===== src/rtl/vga_timing_gen.sv =====
// Free-running raster timing generator: DrawX/DrawY counters, blank/line/frame decodes,
// and active-low hs/vs delayed SYNC_DELAY cycles to stay aligned with renderer colour.
module vga_timing_gen #(
    parameter int unsigned H_ACTIVE   = 640,
    parameter int unsigned H_FP       = 16,
    parameter int unsigned H_SYNC     = 96,
    parameter int unsigned H_BP       = 48,
    parameter int unsigned V_ACTIVE   = 480,
    parameter int unsigned V_FP       = 10,
    parameter int unsigned V_SYNC     = 2,
    parameter int unsigned V_BP       = 33,
    parameter int unsigned SYNC_DELAY = 2
) (
    input  logic       vga_clk,
    input  logic       reset,
    output logic [9:0] DrawX,
    output logic [9:0] DrawY,
    output logic       blank,
    output logic       line_start,
    output logic       frame_start,
    output logic       hs,
    output logic       vs,
    output logic [7:0] frame_count
);
    localparam int unsigned H_TOTAL = H_ACTIVE + H_FP + H_SYNC + H_BP;
    localparam int unsigned V_TOTAL = V_ACTIVE + V_FP + V_SYNC + V_BP;

    localparam logic [9:0] HMax = 10'(H_TOTAL - 1);
    localparam logic [9:0] VMax = 10'(V_TOTAL - 1);

    // 11-bit bounds so a boundary equal to 1024 still compares correctly
    localparam logic [10:0] HActive  = 11'(H_ACTIVE);
    localparam logic [10:0] VActive  = 11'(V_ACTIVE);
    localparam logic [10:0] HSyncLo  = 11'(H_ACTIVE + H_FP);
    localparam logic [10:0] HSyncHi  = 11'(H_ACTIVE + H_FP + H_SYNC);
    localparam logic [10:0] VSyncLo  = 11'(V_ACTIVE + V_FP);
    localparam logic [10:0] VSyncHi  = 11'(V_ACTIVE + V_FP + V_SYNC);

    if (H_TOTAL > 1024 || V_TOTAL > 1024) begin : g_bad_total
        $error("vga_timing_gen: H_TOTAL/V_TOTAL must not exceed 1024");
    end
    if (SYNC_DELAY > 4) begin : g_bad_delay
        $error("vga_timing_gen: SYNC_DELAY must be in 0..4");
    end

    logic [9:0] hc_q, hc_d;
    logic [9:0] vc_q, vc_d;
    logic [7:0] fc_q, fc_d;
    logic       hs_raw, vs_raw;

    always_comb begin
        hc_d = hc_q + 10'd1;
        vc_d = vc_q;
        fc_d = fc_q;
        if (hc_q == HMax) begin
            hc_d = '0;
            if (vc_q == VMax) begin
                vc_d = '0;
                fc_d = fc_q + 8'd1;
            end else begin
                vc_d = vc_q + 10'd1;
            end
        end
    end

    always_ff @(posedge vga_clk) begin
        if (reset) begin
            hc_q <= '0;
            vc_q <= '0;
            fc_q <= '0;
        end else begin
            hc_q <= hc_d;
            vc_q <= vc_d;
            fc_q <= fc_d;
        end
    end

    always_comb begin
        blank       = ({1'b0, hc_q} < HActive) && ({1'b0, vc_q} < VActive);
        line_start  = (hc_q == 10'd0);
        frame_start = (hc_q == 10'd0) && (vc_q == 10'd0);
        hs_raw      = !(({1'b0, hc_q} >= HSyncLo) && ({1'b0, hc_q} < HSyncHi));
        vs_raw      = !(({1'b0, vc_q} >= VSyncLo) && ({1'b0, vc_q} < VSyncHi));
    end

    assign DrawX       = hc_q;
    assign DrawY       = vc_q;
    assign frame_count = fc_q;

    if (SYNC_DELAY == 0) begin : g_no_delay
        assign hs = hs_raw;
        assign vs = vs_raw;
    end else begin : g_delay
        logic [SYNC_DELAY-1:0] hs_pipe_q, hs_pipe_d;
        logic [SYNC_DELAY-1:0] vs_pipe_q, vs_pipe_d;

        always_comb begin
            hs_pipe_d[0] = hs_raw;
            vs_pipe_d[0] = vs_raw;
            for (int unsigned i = 1; i < SYNC_DELAY; i++) begin
                hs_pipe_d[i] = hs_pipe_q[i-1];
                vs_pipe_d[i] = vs_pipe_q[i-1];
            end
        end

        // Flushing to idle-high keeps a reset from leaving a truncated sync pulse in flight
        always_ff @(posedge vga_clk) begin
            if (reset) begin
                hs_pipe_q <= '1;
                vs_pipe_q <= '1;
            end else begin
                hs_pipe_q <= hs_pipe_d;
                vs_pipe_q <= vs_pipe_d;
            end
        end

        assign hs = hs_pipe_q[SYNC_DELAY-1];
        assign vs = vs_pipe_q[SYNC_DELAY-1];
    end
endmodule


===== config.mk =====
export PLATFORM = sky130hd
export DESIGN_NAME = vga_timing_gen
export DESIGN_NICKNAME = d
export VERILOG_FILES = /design/src/rtl/vga_timing_gen.sv
export SDC_FILE = /design/constraint.sdc
export NUM_CORES = 1
export LEC_CHECK = 0
export CAP_MARGIN = 30
export CORE_UTILIZATION = 35
export CTS_BUF_LIST = sky130_fd_sc_hd__clkbuf_8
export DETAILED_ROUTE_END_ITERATION = 12
export PLACE_DENSITY = 0.72
export SLEW_MARGIN = 0
export SYNTH_ARGS = -nofsm -noshare
export SYNTH_HDL_FRONTEND = slang
export SYNTH_SLANG_ARGS = --single-unit
export TNS_END_PERCENT = 1

===== constraint.sdc =====
create_clock -name vga_clk -period 2.19 [get_ports vga_clk]
set_input_delay 0.657 -clock vga_clk [delete_from_list [all_inputs] [get_ports vga_clk]]
set_output_delay 0.657 -clock vga_clk [all_outputs]
set_load 0.005 [all_outputs]

### Selected gate families, run 1

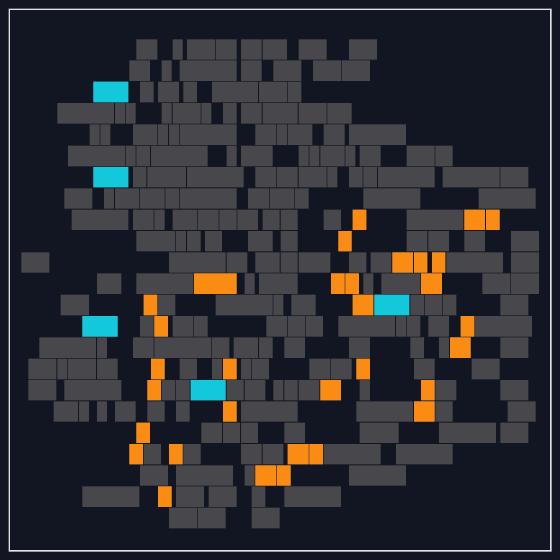
family	colour	cells	most used
fa/ha/maj cells	cyan	5	ha_1
aoi and oai cells	orange	32	a21oi_1

### Metal layers overlaid, run 1

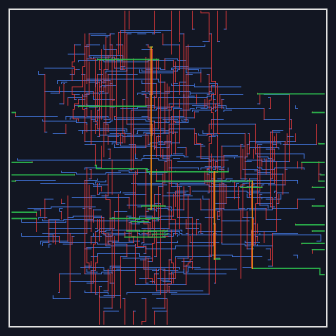
layer	colour	wire length
M2	red	1770 um
M1	blue	1830 um
M3	green	219 um
M4	orange	73.4 um

==> results.txt, run 1 <==
Synthesis and place-and-route results.

- The flow ran to the end, but the final reports show violations.
- The checks that failed: negative setup slack.
- Nets still carrying antenna violations after routing amount to 0.
- Of the total power, combinational logic draws 0.078.
- For this sky-water flow run, the detailed-routed wirelength per cell is reported as between 10 and 15 um.
- Including well taps, the total number of placed cells is 287.
- Of the total synthesized cell area, the portion taken by full adders, half adders and majority gates is 0.03987.
- The arrival time at the worst endpoint is 1720 ps.
- According to the dpl log, the detail-placed design has an HPWL of ~2800 um.
- Summed over all routing layers, the global router reports a total usage of 0.1816.
- The maximum number of pins on one net before global-route repair is 15.
- The final-stage net count is between 200 and 300.
- The power after layout is ~1.1 mW.
- The setup TNS after final layout is -244.6 ps.
- The synthesis report lists the most area-consuming cells as sky130_fd_sc_hd__dfxtp_1, sky130_fd_sc_hd__nand3_1, sky130_fd_sc_hd__a21oi_1, sky130_fd_sc_hd__or4_1, sky130_fd_sc_hd__ha_1.
- In the final layout, the share of cells above drive strength 1 is 0.1870.
- The portion of synthesized cell area occupied by the leading cell type is 0.4083.
- The required time of the critical path is between 1500 and 2000 ps.
- Looking at the clock tree report, the root buffer type is sky130_fd_sc_hd__clkbuf_8.
- The flip-flop and latch power is about 600 uW.
- The largest area contributor in the netlist is sky130_fd_sc_hd__dfxtp_1.
- On the final layout, the worst hold slack is a little over 400 ps.
- In the post-route analysis, the smallest setup slack over all paths is -186.5 ps.
- Per the TritonCTS log, the buffer count is 5.
- The synthesized design contains 0 enable-type register cells.
- In the layout the commonest cells are sky130_fd_sc_hd__dfxtp_1, sky130_fd_sc_hd__clkdlybuf4s50_1, sky130_fd_sc_hd__buf_4, sky130_fd_sc_hd__nand3_1, sky130_fd_sc_hd__nor2_1.
- The synthesis stats list as the most numerous cell sky130_fd_sc_hd__dfxtp_1.
- The last weighted congestion value of the routability-driven placer is 0.8943.
- Setup repair after global routing could not meet its margin everywhere.
- The number of fill cells is approximately 400.
- The number of sinks driven by the clock tree is 32.
- The largest driver fanout on the critical path is 2.
- The number of remaining DRC errors is 0.
- In this run the number of H-tree levels came out at 2.
- After synthesis, the chip area reported by Yosys is between 1500 and 2000 um^2.
- The final setup violation count is 2.
- The synthesis report gives the async set-or-reset register share as 0.
- The type of the setup path with the least slack is register to primary output.
- The first-pass GRT wire length is around 6400 um.
- The via-per-instance ratio is around 5.3.
- The setup slack after placement is -396.4 ps.
- The share of total power dissipated in sequential elements is 0.541.
- Looking at the VDD voltage map, the peak drop is 0.3389 mV.
- The count of endpoints failing hold in the final timing report is 0.
- The number of global-route vias before repair is 1391.
- The total power divided by cell area is approximately 500 nW/um^2.
- The number of synthesis warnings is 0.
- The cell count in the Yosys report is around 190.
- The number of detailed-routing iterations run before antenna repair is 4.
### The clock network, run 1

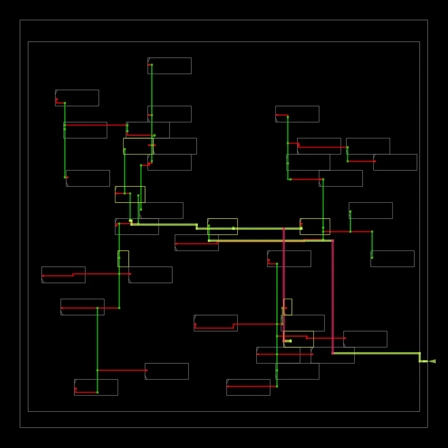
number of sequential cells in the layout: 32
Power Clock: 415 uW
clk_lat worst skew: 280 ps

### Routed clock nets over the placement, run 1

Bar = 20 um.
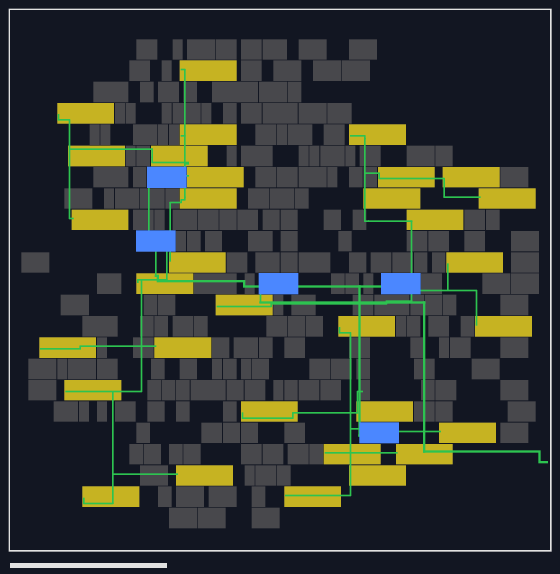
[flip-flops] yellow | count: 32
[clock wires] green | length: 422 um
[clock-net drivers] blue | count: 5
flops lie	all over the die
routed clock nets	6

run 1: cell type report:
class / instances / share of cell area
clock buffers: 5 / 0.03086
clock inverters: 2 / 0.003928
inverters: 10 / 0.01684
multi-input cells: 135 / 0.3900
flip-flops and latches: 32 / 0.2873
well taps: 50 / 0.02806
repair buffers: 62 / 0.2430
run 1: worst max-delay path: stages, from the launching register on:
cell,delay (ps)
sky130_fd_sc_hd__dfxtp_1,310
sky130_fd_sc_hd__or4_4,540
sky130_fd_sc_hd__nor3_4,150
sky130_fd_sc_hd__buf_4,140
sky130_fd_sc_hd__and4_1,190
sky130_fd_sc_hd__buf_2,120
run 1: metal layers:
layer	global-route usage	vias up	share of wire
met4	0.07398	0	0.019
met5	0	-	0
met1	0.2398	716	0.47
li1	-	790	-
met3	0.04770	6	0.056
met2	0.2779	43	0.46
==> run 2, diff against run 1 <==
Settings changed: HOLD_SLACK_MARGIN set to 0.15.
### Routed clock nets over the placement, run 2

Bar = 20 um.
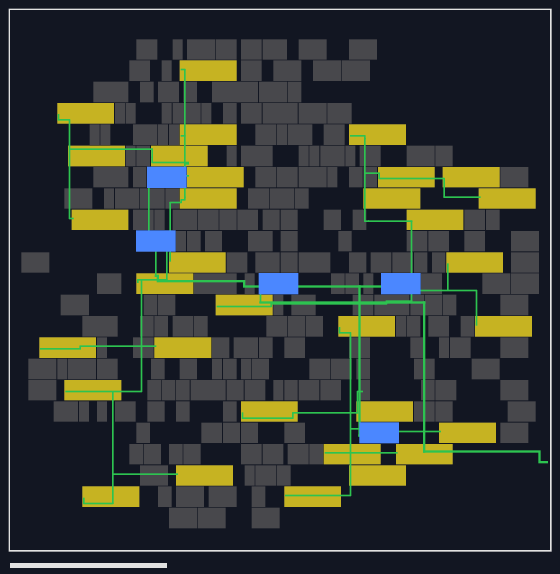
[clock-net drivers] blue | count: 5
[flip-flops] yellow | count: 32
[clock wires] green | length: 422 um
routed clock nets	6

==> run 2 against run 1 <==
Net effect: the run still ends with negative setup slack left; largest power group unchanged; sequential power is essentially flat; largest cell class unchanged; total power is the same; area after synthesis is the same; first-iteration DRC count is the same; setup slack is the same; die area is the same; synthesized cell count is the same; core utilization is the same; routed wire length is the same; combinational power is essentially flat.
==> results.txt, run 2 <==
Synthesis and place-and-route results.

- The run finished, with violations left.
- The final reports fail on negative setup slack.
- The post-synthesis share of cell area spent on full adders, half adders and majority gates was 0.03987 (unchanged).
- The total placed cells including tap cells is 287 (unchanged).
- The maximum cell stage delay along the critical path is 540 ps (about the same).
- The wire length on met3 is 218 um (unchanged).
- The share of async-settable or async-resettable flops after synthesis came to 0 (unchanged).
- The area of the synthesized netlist per yosys stat is 1569 um^2 (unchanged).
- The setup slack after placement is -396.4 ps (unchanged).
- The multi-input logic cell count is 135 (unchanged).
- The CTS H-tree depth came to 2 (unchanged).
- The final worst slack is -186.5 ps (unchanged).
- The highest metal layer with signal wires is met4.
- The biggest slice of the area belongs to combinational gates.
- The number of enable-type register cells in the synthesized netlist is 0 (unchanged).
- The most crowded layer after global routing is met2.
- The buffers plus inverters on the worst setup path is 2 (unchanged).
- The routing usage on met2 is 0.2779 (unchanged).
- The maximum number of pins on one net before global-route repair was 15 (unchanged).
- The final setup violation count is 2 (unchanged).
- The routed wirelength normalized by instance count is 13.16 um (unchanged).
- The cell count in the Yosys report came to 185 (unchanged).
- The logic gate fraction of the total cell area is 0.3900 (unchanged).
- The global-route usage over all layers came to 0.1816 (unchanged).
- The number of global-route vias before repair was 1391 (unchanged).
- The number of synthesis warnings is 0 (unchanged).
- Looking at the clock tree report, the root buffer type is sky130_fd_sc_hd__clkbuf_8.
- The clock network area share is 0.03479 (unchanged).
- The number of well-tap cells placed is 50 (unchanged).
- The number of fill cells is 396 (unchanged).
- The number of remaining DRC errors is 0 (unchanged).
- In this run the critical path is formed by or4_4, nor3_4, buf_4, and4_1, buf_2.
- The largest driver fanout on the critical path was 2 (unchanged).
- The number of gates on the worst path with buffers counted is 5 (unchanged).
- The top cell type by instance count after synthesis is sky130_fd_sc_hd__dfxtp_1.
- After synthesis, the cell types taking the most area are sky130_fd_sc_hd__dfxtp_1, sky130_fd_sc_hd__nand3_1, sky130_fd_sc_hd__a21oi_1, sky130_fd_sc_hd__or4_1, sky130_fd_sc_hd__ha_1.
- Broken down by cell family, the worst path's largest delay share belongs to simple AND/OR/NAND/NOR gates.
- The maximum VDD drop came to 0.3389 mV (unchanged).
- The met3 routing resource usage after global routing is 0.04770 (unchanged).
- The met2 wirelength from detailed routing came to 1774 um (unchanged).
run 2: cell counts in the layout (fill, tap and decap cells not counted):
Identical to the previous run, type by type.
run 2: per-stage QoR:
step	instance area, um^2	hold WS (ps)	TNS (ps)	total power, mW
detailed placement	2131	397.9	-687.9	0.6796
CTS	2223	413.1	-173.5	1.099
global placement	2131	392.1	-681.4	0.6780
floorplan	1574	389.5	0	0.6322
global route	2230	421.2	-355.1	1.141
finish	2230	410.6	-244.6	1.091
run 2: power by group through the flow:
stage          sequential [mW]  combinational (mW)  clock [mW]
5_1_grt                  0.591              0.0933       0.457
6_report                 0.590              0.0849       0.415
4_1_cts                  0.590              0.0833       0.426
3_3_place_gp             0.603              0.0748           0
3_5_place_dp             0.603              0.0764           0
2_1_floorplan            0.605              0.0270           0
No activity file was given, so power comes from the tool's default toggle rates.
